Figure 1. Floorplan with the power grid (run 1).
Pins as bars on the die edge.
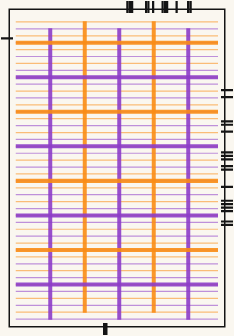
Figure 2. Placed cells, one colour a class (run 1).
The bar under the picture is 20 µm long.
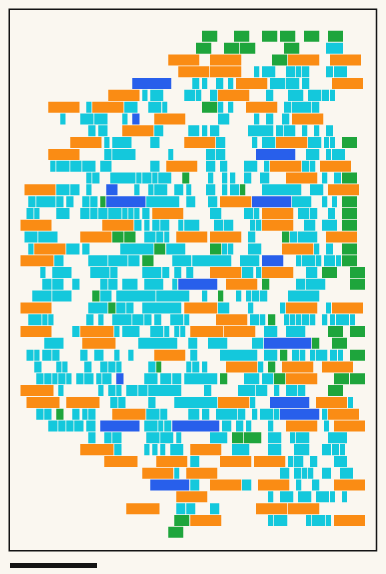
Figure 3. Clock wires, drivers and flops (run 1).
The bar under the picture is 20 µm long.
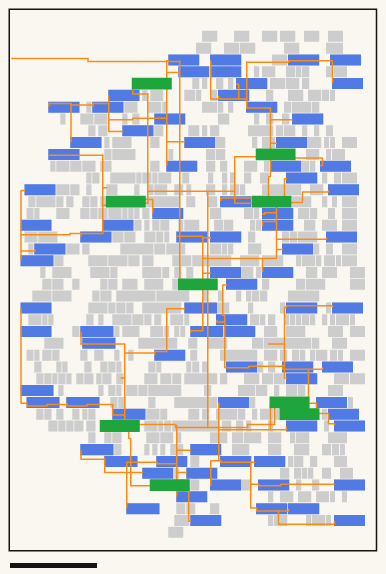
<file path="src/rtl/puf_resp_gen_if.sv">
// Request/result bundle between the ring-oscillator PUF response generator and its requester.
interface puf_resp_gen_if #(
    parameter int RESP_BITS = 8
);
    logic                 start;
    logic [4:0]           base_chal;
    logic [4:0]           chal_out;
    logic                 busy;
    logic                 done;
    logic                 resp_valid;
    logic [RESP_BITS-1:0] response;
    logic [5:0]           tie_cnt;

    modport master (
        output start, base_chal,
        input  chal_out, busy, done, resp_valid, response, tie_cnt
    );

    modport slave (
        input  start, base_chal,
        output chal_out, busy, done, resp_valid, response, tie_cnt
    );
endinterface

</file>
<file path="src/rtl/puf_resp_gen.sv">
// Ring-oscillator PUF response generator: steps challenges, counts synchronized RO edges, compares.
// Optional PUF_MAJORITY_EN: three measurements per challenge, response bit is their majority.
module puf_resp_gen #(
    parameter int WINDOW_CYCLES = 1024,
    parameter int CNT_W         = 16,
    parameter int RESP_BITS     = 8
) (
    input  logic          clk,
    input  logic          rst_n,
    input  logic          ro_a,
    input  logic          ro_b,
    puf_resp_gen_if.slave bus
);
    localparam int               TMR_W       = $clog2(WINDOW_CYCLES);
    localparam logic [TMR_W-1:0] SETTLE_LAST = TMR_W'(3);
    localparam logic [TMR_W-1:0] WINDOW_LAST = TMR_W'(WINDOW_CYCLES - 1);
    localparam logic [4:0]       LAST_IDX    = 5'(RESP_BITS - 1);

    typedef enum logic [2:0] {IDLE, SETTLE, MEASURE, COMPARE, DONE} state_t;

    state_t               state_q, state_d;
    logic [2:0]           sync_a, sync_b;
    logic                 edge_a, edge_b;
    logic [CNT_W-1:0]     cnt_a, cnt_b;
    logic [TMR_W-1:0]     timer_q;
    logic [4:0]           idx_q, base_q, chal_q;
    logic                 busy_q, done_q, valid_q;
    logic [RESP_BITS-1:0] resp_q;
    logic [5:0]           tie_q;
    logic                 a_gt_b, a_eq_b, last_pass, last_bit;
    logic                 bit_result, bit_tie, accept;

    assign edge_a   = sync_a[1] & ~sync_a[2];
    assign edge_b   = sync_b[1] & ~sync_b[2];
    assign a_gt_b   = cnt_a > cnt_b;
    assign a_eq_b   = cnt_a == cnt_b;
    assign last_bit = idx_q == LAST_IDX;
    assign accept   = (state_q == IDLE) && bus.start;

`ifdef PUF_MAJORITY_EN
    logic [1:0] pass_q;
    logic [1:0] votes_q;
    logic       tie_seen_q;

    assign last_pass  = pass_q == 2'd2;
    assign bit_result = (votes_q[0] & votes_q[1]) | (votes_q[0] & a_gt_b) | (votes_q[1] & a_gt_b);
    assign bit_tie    = tie_seen_q | a_eq_b;

    // The first two votes are stored; the third is combined live in the final COMPARE.
    always_ff @(posedge clk) begin
        if (!rst_n || accept) begin
            pass_q     <= 2'd0;
            votes_q    <= 2'b00;
            tie_seen_q <= 1'b0;
        end else if (state_q == COMPARE) begin
            if (last_pass) begin
                pass_q     <= 2'd0;
                tie_seen_q <= 1'b0;
            end else begin
                pass_q     <= pass_q + 2'd1;
                tie_seen_q <= tie_seen_q | a_eq_b;
                if (pass_q == 2'd0) votes_q[0] <= a_gt_b;
                else                votes_q[1] <= a_gt_b;
            end
        end
    end
`else
    assign last_pass  = 1'b1;
    assign bit_result = a_gt_b;
    assign bit_tie    = a_eq_b;
`endif

    always_ff @(posedge clk) begin
        if (!rst_n) state_q <= IDLE;
        else        state_q <= state_d;
    end

    always_comb begin
        state_d = state_q;
        case (state_q)
            IDLE:    if (bus.start) state_d = SETTLE;
            SETTLE:  if (timer_q == SETTLE_LAST) state_d = MEASURE;
            MEASURE: if (timer_q == WINDOW_LAST) state_d = COMPARE;
            COMPARE: state_d = (last_pass && last_bit) ? DONE : SETTLE;
            DONE:    state_d = IDLE;
            default: state_d = IDLE;
        endcase
    end

    // Third flop per oscillator exists only to detect the rising edge in the clk domain.
    always_ff @(posedge clk) begin
        if (!rst_n) begin
            sync_a <= 3'b000;
            sync_b <= 3'b000;
        end else begin
            sync_a <= {sync_a[1:0], ro_a};
            sync_b <= {sync_b[1:0], ro_b};
        end
    end

    always_ff @(posedge clk) begin
        if (!rst_n) begin
            timer_q <= '0;
            cnt_a   <= '0;
            cnt_b   <= '0;
            idx_q   <= 5'd0;
            base_q  <= 5'd0;
            chal_q  <= 5'd0;
            busy_q  <= 1'b0;
            done_q  <= 1'b0;
            valid_q <= 1'b0;
            resp_q  <= '0;
            tie_q   <= 6'd0;
        end else begin
            timer_q <= (state_d != state_q) ? '0 : timer_q + TMR_W'(1);
            done_q  <= state_d == DONE;
            case (state_q)
                IDLE: begin
                    if (bus.start) begin
                        base_q  <= bus.base_chal;
                        chal_q  <= bus.base_chal;
                        idx_q   <= 5'd0;
                        busy_q  <= 1'b1;
                        valid_q <= 1'b0;
                        resp_q  <= '0;
                        tie_q   <= 6'd0;
                    end
                end
                SETTLE: begin
                    cnt_a <= '0;
                    cnt_b <= '0;
                end
                MEASURE: begin
                    if (edge_a && (cnt_a != '1)) cnt_a <= cnt_a + CNT_W'(1);
                    if (edge_b && (cnt_b != '1)) cnt_b <= cnt_b + CNT_W'(1);
                end
                COMPARE: begin
                    if (last_pass) begin
                        resp_q <= resp_q | (RESP_BITS'(bit_result) << idx_q);
                        if (bit_tie) tie_q <= tie_q + 6'd1;
                        if (last_bit) begin
                            valid_q <= 1'b1;
                        end else begin
                            idx_q  <= idx_q + 5'd1;
                            chal_q <= base_q + idx_q + 5'd1;
                        end
                    end
                end
                DONE: busy_q <= 1'b0;
                default: ;
            endcase
        end
    end

    assign bus.chal_out   = chal_q;
    assign bus.busy       = busy_q;
    assign bus.done       = done_q;
    assign bus.resp_valid = valid_q;
    assign bus.response   = resp_q;
    assign bus.tie_cnt    = tie_q;

endmodule

</file>
<file path="src/flat_wrapper.sv">
// flat-port wrapper written by rule: the top's interface ports become plain ports
module puf_resp_gen_flat 
#(
    parameter int WINDOW_CYCLES = 1024,
    parameter int CNT_W         = 16,
    parameter int RESP_BITS     = 8
)
  (clk, rst_n, ro_a, ro_b, bus_start, bus_base_chal, bus_chal_out, bus_busy, bus_done, bus_resp_valid, bus_response, bus_tie_cnt);
  puf_resp_gen_if #(.RESP_BITS(RESP_BITS)) bus_i ();
  input  logic clk;
  input  logic rst_n;
  input  logic ro_a;
  input  logic ro_b;
  input wire logic [$bits(bus_i.start)-1:0] bus_start;
  input wire logic [$bits(bus_i.base_chal)-1:0] bus_base_chal;
  output wire logic [$bits(bus_i.chal_out)-1:0] bus_chal_out;
  output wire logic [$bits(bus_i.busy)-1:0] bus_busy;
  output wire logic [$bits(bus_i.done)-1:0] bus_done;
  output wire logic [$bits(bus_i.resp_valid)-1:0] bus_resp_valid;
  output wire logic [$bits(bus_i.response)-1:0] bus_response;
  output wire logic [$bits(bus_i.tie_cnt)-1:0] bus_tie_cnt;
  assign bus_i.start = bus_start;
  assign bus_i.base_chal = bus_base_chal;
  assign bus_chal_out = bus_i.chal_out;
  assign bus_busy = bus_i.busy;
  assign bus_done = bus_i.done;
  assign bus_resp_valid = bus_i.resp_valid;
  assign bus_response = bus_i.response;
  assign bus_tie_cnt = bus_i.tie_cnt;
  puf_resp_gen #(.WINDOW_CYCLES(WINDOW_CYCLES), .CNT_W(CNT_W), .RESP_BITS(RESP_BITS)) u_core (.clk(clk), .rst_n(rst_n), .ro_a(ro_a), .ro_b(ro_b), .bus(bus_i));
endmodule
</file>
<file path="config.mk">
export PLATFORM = sky130hd
export DESIGN_NAME = puf_resp_gen_flat
export DESIGN_NICKNAME = d
export VERILOG_FILES = /design/src/rtl/puf_resp_gen_if.sv /design/src/rtl/puf_resp_gen.sv /design/src/flat_wrapper.sv
export SDC_FILE = /design/constraint.sdc
export NUM_CORES = 1
export LEC_CHECK = 0
export CORE_ASPECT_RATIO = 1.5
export CORE_MARGIN = 2
export CORE_UTILIZATION = 45
export DETAILED_ROUTE_END_ITERATION = 10
export GPL_TIMING_DRIVEN = 0
export PLACE_DENSITY = 0.66
export SLEW_MARGIN = 20
export SYNTH_ARGS = -nofsm -noshare
export SYNTH_HDL_FRONTEND = slang
export SYNTH_SLANG_ARGS = --single-unit
export TNS_END_PERCENT = 30
</file>
<file path="constraint.sdc">
create_clock -name clk -period 2.3 [get_ports clk]
set_clock_uncertainty 0.1 [all_clocks]
set_input_delay 0.46 -clock clk [delete_from_list [all_inputs] [get_ports clk]]
set_output_delay 0.46 -clock clk [all_outputs]
set_load 0.05 [all_outputs]
</file>
==> results.tsv, run 1 <==
metric	value	unit
biggest area consumer among synthesized cells	dfxtp_1	
num tapcells	112	
run status	completed	
Die Height	124	µm
count of plain and timing-repair buffers	54	
layout net count	584	
type of the setup path with the least slack	in2reg	
wirelength, routed	10100	µm
Maximum Capacitance Violations	0	
final std cells w/o fill	664	
required time at the worst-slack endpoint	2420	ps
Floorplan Core Area	0.00931	mm²
Sum Neg Setup Slack	0	ps
capture endpoint of the worst hold path	u_core.sync_b[1]$_SDFF_PN0_	
cell count listed in synth_stat.txt	502	
number of buffers inserted to repair setup after CTS	3	
first-pass GRT wire length	16700	µm
count of different cell masters after synthesis	64	
layout overhead on the synthesized area	20.9	%
metal3 WL	334	µm
clock network power consumption	1540	µW
maximum ir drop on the vdd rail	0.000834	V
routed via count divided by cell count	5.65	
layer with the highest usage	met2	
power density normalized to cell area	640	mW/mm²
multiplexer share of the synthesized area	0.00230	
count of warnings emitted by yosys	0	
I/O pin cnt	32	
routed wire length on met2	5300	µm
combinational fraction of the cell area	0.492	
final antenna-violating net count	0	
largest cell class by area	multi-input combinational cells	
count of multi-input combinational gates	375	
area of the multi-input gates	0.00259	mm²
final count of hold timing violations	0	
number of buffer and inverter instances along the worst setup path	2	
simple-gate portion of the synthesized area	0.282	
met2 routing resource usage after global routing	0.348	
Worst R2R Path Depth	9	
internal cell power	2560	µW
largest net degree at the start of global routing	14	
most numerous logic cell after layout	dfxtp_1	
routed metal-1 wire length	4250	µm
number of global-route vias before repair	3510	
DPL Wire Length	7380	µm
Avg Cell Area, Syn	8.66	µm²
CTS tree	built	
clock root buffer	clkbuf_16	
OpenROAD warnings	27	
number of instances resized during post-cts repair	4	
Cell Count Post-Placement	645	
via count	3752	
overall chip area	0.0105	mm²
clock net sink count	83	
global-route congestion overflow total	0	
fraction of area in clock buffers and inverters	0.0602	
fraction of power spent switching nets	0.239	
crit path launch	bus_start	
total number of placement rows	43	
flop and latch count out of synthesis	83	
combinational logic power	341	µW
DRC marker count from the first detailed-route iteration	157	
Critical-path top delay cell	clkdlybuf4s50_1	
Post-route DRC	0	
sequential area share after synthesis	0.382	
cell area after synthesis	0.00435	mm²
cell count after synthesis	502	
count of fill cells added during filler insertion	848	
sequential fraction of total cell area	0.319	
path type of the worst min-delay path	reg2reg	
register share of total power	0.441	
total CTS buffers	9	
synthesized-area fraction occupied by ao, oa, aoi and oai cells	0.150	
die outline width	84.3	µm
Static Leak	0.00187	µW
Antenna diodes	0	
delay of the slowest cell on the worst path	550	ps
sequential power	1490	µW
number of optimization iterations in the first detailed-route pass	4	
post-synthesis cell type with the largest instance count	dfxtp_1	
Port Buf Inserts	31	
Reg2Reg Capture Point	u_core.bus.tie_cnt[5]$_SDFFE_PN0P_	
most frequently placed logic cells in the final layout	71 x dfxtp_1, 58 x nor2_1, 45 x nand2_1	
dominant power group	clock	
reg-to-reg slack, setup	130	ps
final max-slew violation count	0	
net switching power of the design	804	µW
Setup violations, final	0	
hold-fix buffers at CTS	0	
met3 usage	0.0371	
global router's overall resource usage	0.197	
top comb family, area	simple AND/OR/NAND/NOR gates	
DR top layer	met4	
Reg clk slew, reported paths	60	ps
post-placement cell area	0.00480	mm²
data arrival time of the worst path	2300	ps
area figure in the yosys stat output	0.00435	mm²
unrepaired setup endpoints after global routing	true	
Logic pwr share	0.101	
worst-path cell chain	clkdlybuf4s50_1, or4b_1, buf_2, o21ai_2, a211oi_1, o21ai_2, nor2_1	
combined flip-flop and latch cell area	0.00168	mm²
post-route cell area	0.00526	mm²
worst rel slew slack	0.571	
Synth area leaders	dfxtp_1 38%, ha_1 7.2%, nor2_1 5.1%, xnor2_1 4.2%, a21oi_1 4.1%	
count of flip-flops and latches	83	
Top FF cell, synth	dfxtp_1	
adder-cell area share of the yosys netlist	0.0765	
GR Layer Usage met1	0.222	
largest fanout on the critical path	10	
number of buffers between clock root and the deepest sink	2	
number of H-tree levels	3	
startpoint class of the critical path	input port	
worst reg2reg path startpoint	u_core.cnt_b[9]$_SDFFE_PN0P_	
cell repeated most along the worst path	o21ai_2	
worst-case hold slack	323	ps
Clock Buffer Count	10	
cell class contributing the biggest share of worst-path delay	buffers and inverters	
type of element capturing the critical path	flop	
Final min period	2180	ps
gp weighted congestion	0.836	
initial antenna violation count	0	
maximum clock frequency	459	MHz
Synth top area share	0.382	
Synthesized Nets	538	
non-clock inverter count in the final layout	25	
commonest cells in the synthesized netlist	83 x dfxtp_1, 59 x nor2_1, 45 x nand2_1	
Period Utilization, post-route	0.947	
crit path setup slack, layout	122	ps
registers with the most flip-flops	u_core.cnt_a: 16 flops, u_core.cnt_b: 16 flops, u_core.timer_q: 10 flops	
non-clock buffer contribution to total cell area	0.0845	
initial core utilization	0.467	
-- Figure 1 (at the start) --
Key: orange = VDD; purple = VSS
32 signal pins sit on the boundary. The core has 43 rows. 5 straps on met4. 8 straps on met5.

-- Figure 2 (at the start) --
Key: orange = flip-flops [cells 83, share of their area 33%]; blue = clock drivers and dummy loads [cells 15, share of their area 6.2%]; cyan = all other logic [cells 400, share of their area 52%]; green = other buffers and delay cells [cells 54, share of their area 8.7%]

-- Figure 3 (at the start) --
Key: blue = flip-flops [count 83]; green = cells driving clock nets [count 9]; orange = clock wires [length 1090 µm]
There are 10 routed clock nets. Position of the flops: all over the die.

[run 1: how the worst max path moves through the flow]
stage,end,slack (ps),cells after the start
after floorplan,u_core.bus.tie_cnt[3]$_SDFFE_PN0P_,170,8
after global placement,u_core.timer_q[8]$_SDFF_PP0_,-210,7
after detailed placement,u_core.timer_q[2]$_SDFF_PP0_,-240,7
after CTS,u_core.bus.tie_cnt[4]$_SDFFE_PN0P_,5,8
after global routing,u_core.bus.response[7]$_SDFFE_PN0P_,-70,8
final,u_core.timer_q[2]$_SDFF_PP0_,120,7
[run 1: per-stage QoR]
step                total power, µW   util
floorplan                      1730      -
global route                   3500  0.565
finish                         3370  0.565
CTS                            3390  0.554
detailed placement             1830  0.516
global placement               1830  0.516
Figure 4. Routed metal, one colour a layer (run 1).
Two of the layers only.
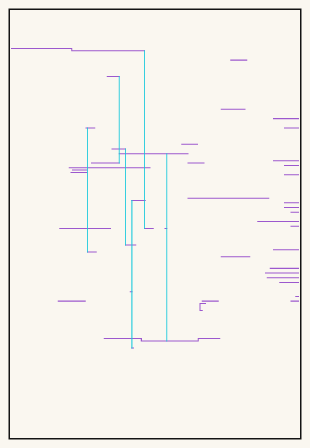

==> run 2, diff against run 1 <==
- PLACE_DENSITY: 0.66 -> 0.64
Figure 5. Routed metal, one colour a layer (run 2).
Two of the layers only.
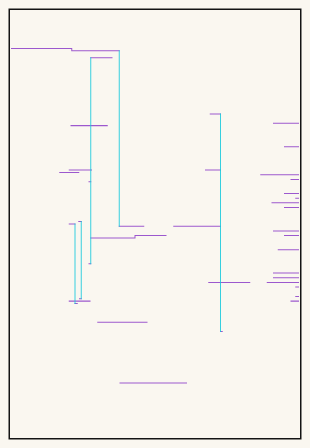
Key: cyan = met4 [wire length 220 µm]; purple = met3 [wire length 253 µm]

Figure 6. The clock network (run 2).
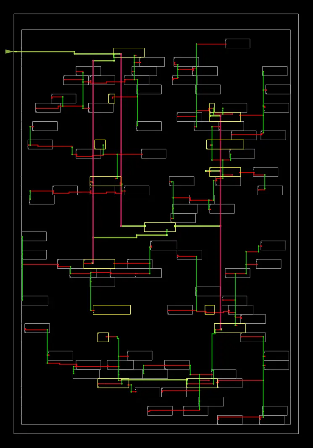
Clock Buffer Count: 10
total CTS buffers: 9
clock latency of the later-clocked register in the worst-skew pair: 340 ps
clock net sink count: 83

Figure 7. Clock wires, drivers and flops (run 2).
The bar under the picture is 20 µm long.
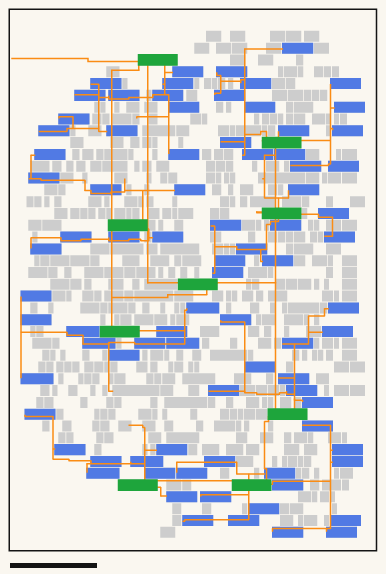
Key: green = cells driving clock nets [count 9]; orange = clock wires [length 1060 µm]; blue = flip-flops [count 83]
There are 10 routed clock nets.

==> run 2 against run 1 <==
  * Clock-buffer cell count stayed put
  * Sequential power hardly changed
  * Worst hold slack better by 3.8 ps
  * Routed wire length is 0.65% higher
  * Synthesized cell count stayed put
  * Register-to-register slack worse by 40 ps
  * Largest power group unchanged
  * Via count is 1.0% lower
  * Critical path depth stayed put
==> results.tsv, run 2 <==
metric	value	unit	change
Static Leak	0.00185	µW	was 0.00187 µW
first-pass GRT wire length	17100	µm	was 16700 µm
cell repeated most along the worst path	o21ai_2		unchanged
maximum clock frequency	452	MHz	was 459 MHz
fraction of area in clock buffers and inverters	0.0614		was 0.0602
type of element capturing the critical path	flop		unchanged
run status	completed		unchanged
count of flip-flops and latches	83		unchanged
Critical path destination	u_core.timer_q[6]$_SDFF_PP0_		was u_core.timer_q[2]$_SDFF_PP0_
largest fanout on the critical path	10		unchanged
number of buffers between clock root and the deepest sink	2		unchanged
number of H-tree levels	3		unchanged
number of global-route vias before repair	3657		was 3510
layer with the highest usage	met2		unchanged
met2 routing resource usage after global routing	0.363		was 0.348
cell class contributing the biggest share of worst-path delay	buffers and inverters		unchanged
simple-gate portion of the synthesized area	0.282		unchanged
worst reg2reg path startpoint	u_core.cnt_b[3]$_SDFFE_PN0P_		was u_core.cnt_b[9]$_SDFFE_PN0P_
final max-slew violation count	0		unchanged
overall chip area	0.0105	mm²	unchanged
largest net degree at the start of global routing	15		was 14
synthesized-area fraction occupied by ao, oa, aoi and oai cells	0.150		unchanged
multiplexer share of the synthesized area	0.00230		unchanged
Port Buf Inserts	31		unchanged
number of optimization iterations in the first detailed-route pass	4		unchanged
unrepaired setup endpoints after global routing	true		unchanged
Synth area leaders	dfxtp_1 38%, ha_1 7.2%, nor2_1 5.1%, xnor2_1 4.2%, a21oi_1 4.1%		unchanged
worst-case hold slack	327	ps	was 323 ps
met3 usage	0.0331		was 0.0371
num tapcells	112		unchanged
final count of hold timing violations	0		unchanged
final antenna-violating net count	0		unchanged
power density normalized to cell area	646	mW/mm²	was 640 mW/mm²
I/O pin cnt	32		unchanged
cell count listed in synth_stat.txt	502		unchanged
Maximum Capacitance Violations	0		unchanged
top comb family, area	simple AND/OR/NAND/NOR gates		unchanged
number of cells traversed by the worst hold path	1		unchanged
commonest cells in the synthesized netlist	83 x dfxtp_1, 59 x nor2_1, 45 x nand2_1		unchanged
worst rel slew slack	0.578		was 0.571
most frequently placed logic cells in the final layout	76 x dfxtp_1, 58 x nor2_1, 45 x nand2_1		was 71 x dfxtp_1, 58 x nor2_1, 45 x nand2_1
count of warnings emitted by yosys	0		unchanged
Final min period	2210	ps	was 2180 ps
post-placement cell area	0.00480	mm²	unchanged
area of the multi-input gates	0.00254	mm²	was 0.00259 mm²
clock root buffer	clkbuf_16		unchanged
initial core utilization	0.467		unchanged
Floorplan Core Area	0.00931	mm²	unchanged
reg-to-reg slack, setup	90	ps	was 130 ps
xor/xnor share of the synthesized area	0.0624		unchanged
sequential fraction of total cell area	0.321		was 0.319
non-clock buffer contribution to total cell area	0.0837		was 0.0845
Die Height	124	µm	unchanged
flop and latch count out of synthesis	83		unchanged
final std cells w/o fill	664		unchanged
DRC marker count from the first detailed-route iteration	186		was 157
worst setup timing slack at the placement stage	-264	ps	was -243 ps
Avg Cell Area, Syn	8.66	µm²	unchanged
Setup violations, final	0		unchanged
non-clock inverter count in the final layout	25		unchanged
capture endpoint of the worst hold path	u_core.sync_a[1]$_SDFF_PN0_		was u_core.sync_b[1]$_SDFF_PN0_
layout net count	583		was 584
startpoint class of the critical path	input port		unchanged
crit path setup slack, layout	87.4	ps	was 122 ps
cell count after synthesis	502		unchanged
sequential area share after synthesis	0.382		unchanged
count of multi-input combinational gates	375		unchanged
area figure in the yosys stat output	0.00435	mm²	unchanged
largest cell class by area	multi-input combinational cells		unchanged
post-synthesis cell type with the largest instance count	dfxtp_1		unchanged
Reg2Reg Capture Point	u_core.bus.tie_cnt[5]$_SDFFE_PN0P_		unchanged
CTS tree	built		unchanged
number of buffer and inverter instances along the worst setup path	2		unchanged
most numerous logic cell after layout	dfxtp_1		unchanged
post-route cell area	0.00520	mm²	was 0.00526 mm²
layout overhead on the synthesized area	19.6	%	was 20.9%
Worst Max-Slew Pin Slew	631	ps	was 641 ps
via count	3714		was 3752
wirelength, routed	10200	µm	was 10100 µm
combinational fraction of the cell area	0.489		was 0.492
routed via count divided by cell count	5.59		was 5.65
initial antenna violation count	0		unchanged
hold_sp	u_core.sync_a[0]$_SDFF_PN0_		was u_core.sync_b[0]$_SDFF_PN0_
count of plain and timing-repair buffers	53		was 54
global-route congestion overflow total	0		unchanged
Worst R2R Path Depth	8		was 9
Critical-path top delay cell	clkdlybuf4s50_1		unchanged
Period Utilization, post-route	0.962		was 0.947
delay of the slowest cell on the worst path	530	ps	was 550 ps
crit path launch	bus_start		unchanged
die outline width	84.3	µm	unchanged
Cell Count Post-Placement	645		unchanged
detailed-route wire length per cell	15.3	µm	was 15.2 µm
share of flip-flops with an asynchronous set or reset after synthesis	0		unchanged
combined flip-flop and latch cell area	0.00167	mm²	was 0.00168 mm²
type of the setup path with the least slack	in2reg		unchanged
Reg clk slew, reported paths	60	ps	about the same
count of fill cells added during filler insertion	866		was 848
registers with the most flip-flops	u_core.cnt_a: 16 flops, u_core.cnt_b: 16 flops, u_core.timer_q: 10 flops		unchanged
Synthesized Nets	538		unchanged
data arrival time of the worst path	2330	ps	was 2300 ps
global router's overall resource usage	0.203		was 0.197
CP Depth	7		unchanged
adder-cell area share of the yosys netlist	0.0765		unchanged
Sum Neg Setup Slack	0	ps	unchanged
cell area after synthesis	0.00435	mm²	unchanged
total number of placement rows	43		unchanged
fraction of layout cells with a size suffix above 1	0.121		was 0.143
gp weighted congestion	0.812		was 0.836
number of enable flip-flop cells	0		unchanged
overall power consumption	3360	µW	was 3370 µW
DPL Wire Length	7540	µm	was 7380 µm
biggest area consumer among synthesized cells	dfxtp_1		unchanged
worst-path cell chain	clkdlybuf4s50_1, or4b_1, buf_2, o21ai_2, a211oi_1, o21ai_2, nor2_1		unchanged
count of different cell masters after synthesis	64		unchanged
GR Layer Usage met1	0.229		was 0.222
path type of the worst min-delay path	reg2reg		unchanged
Antenna diodes	0		unchanged
Post-route DRC	0		unchanged
Synth top area share	0.382		unchanged
OpenROAD warnings	28		was 27
Final Core Density	0.559		was 0.565
maximum ir drop on the vdd rail	0.000464	V	was 0.000834 V
required time at the worst-slack endpoint	2420	ps	about the same
Top FF cell, synth	dfxtp_1		unchanged
[run 2: repair_timing]
item | 4_1_cts | 5_1_grt
endpoints found under the setup margin | 14 | 19
resized | 4 | 14
hold buffers | 0 | 0
pin swaps | 3 | 3
buffers inserted | 3 | 1
[run 2: layer usage]
layer	part of all wire	routed length, µm
met3	0.025	252
met1	0.43	4360
met2	0.53	5350
met5	0	0
met4	0.021	219
[run 2: worst register-to-register path, stage by stage (launching register included)]
cell     delay, ps
dfxtp_1        370
inv_1          100
ha_1           320
nand4_1        140
buf_4          180
nor4_4         310
nand3_1        130
or3_1          350
a21oi_1        130
[run 2: power by group]
part	switching, µW	internal (µW)
clock	587	952
combinational	210	124
sequential	20.4	1470
total	817	2540
No activity file was given, so power comes from the tool's default toggle rates.
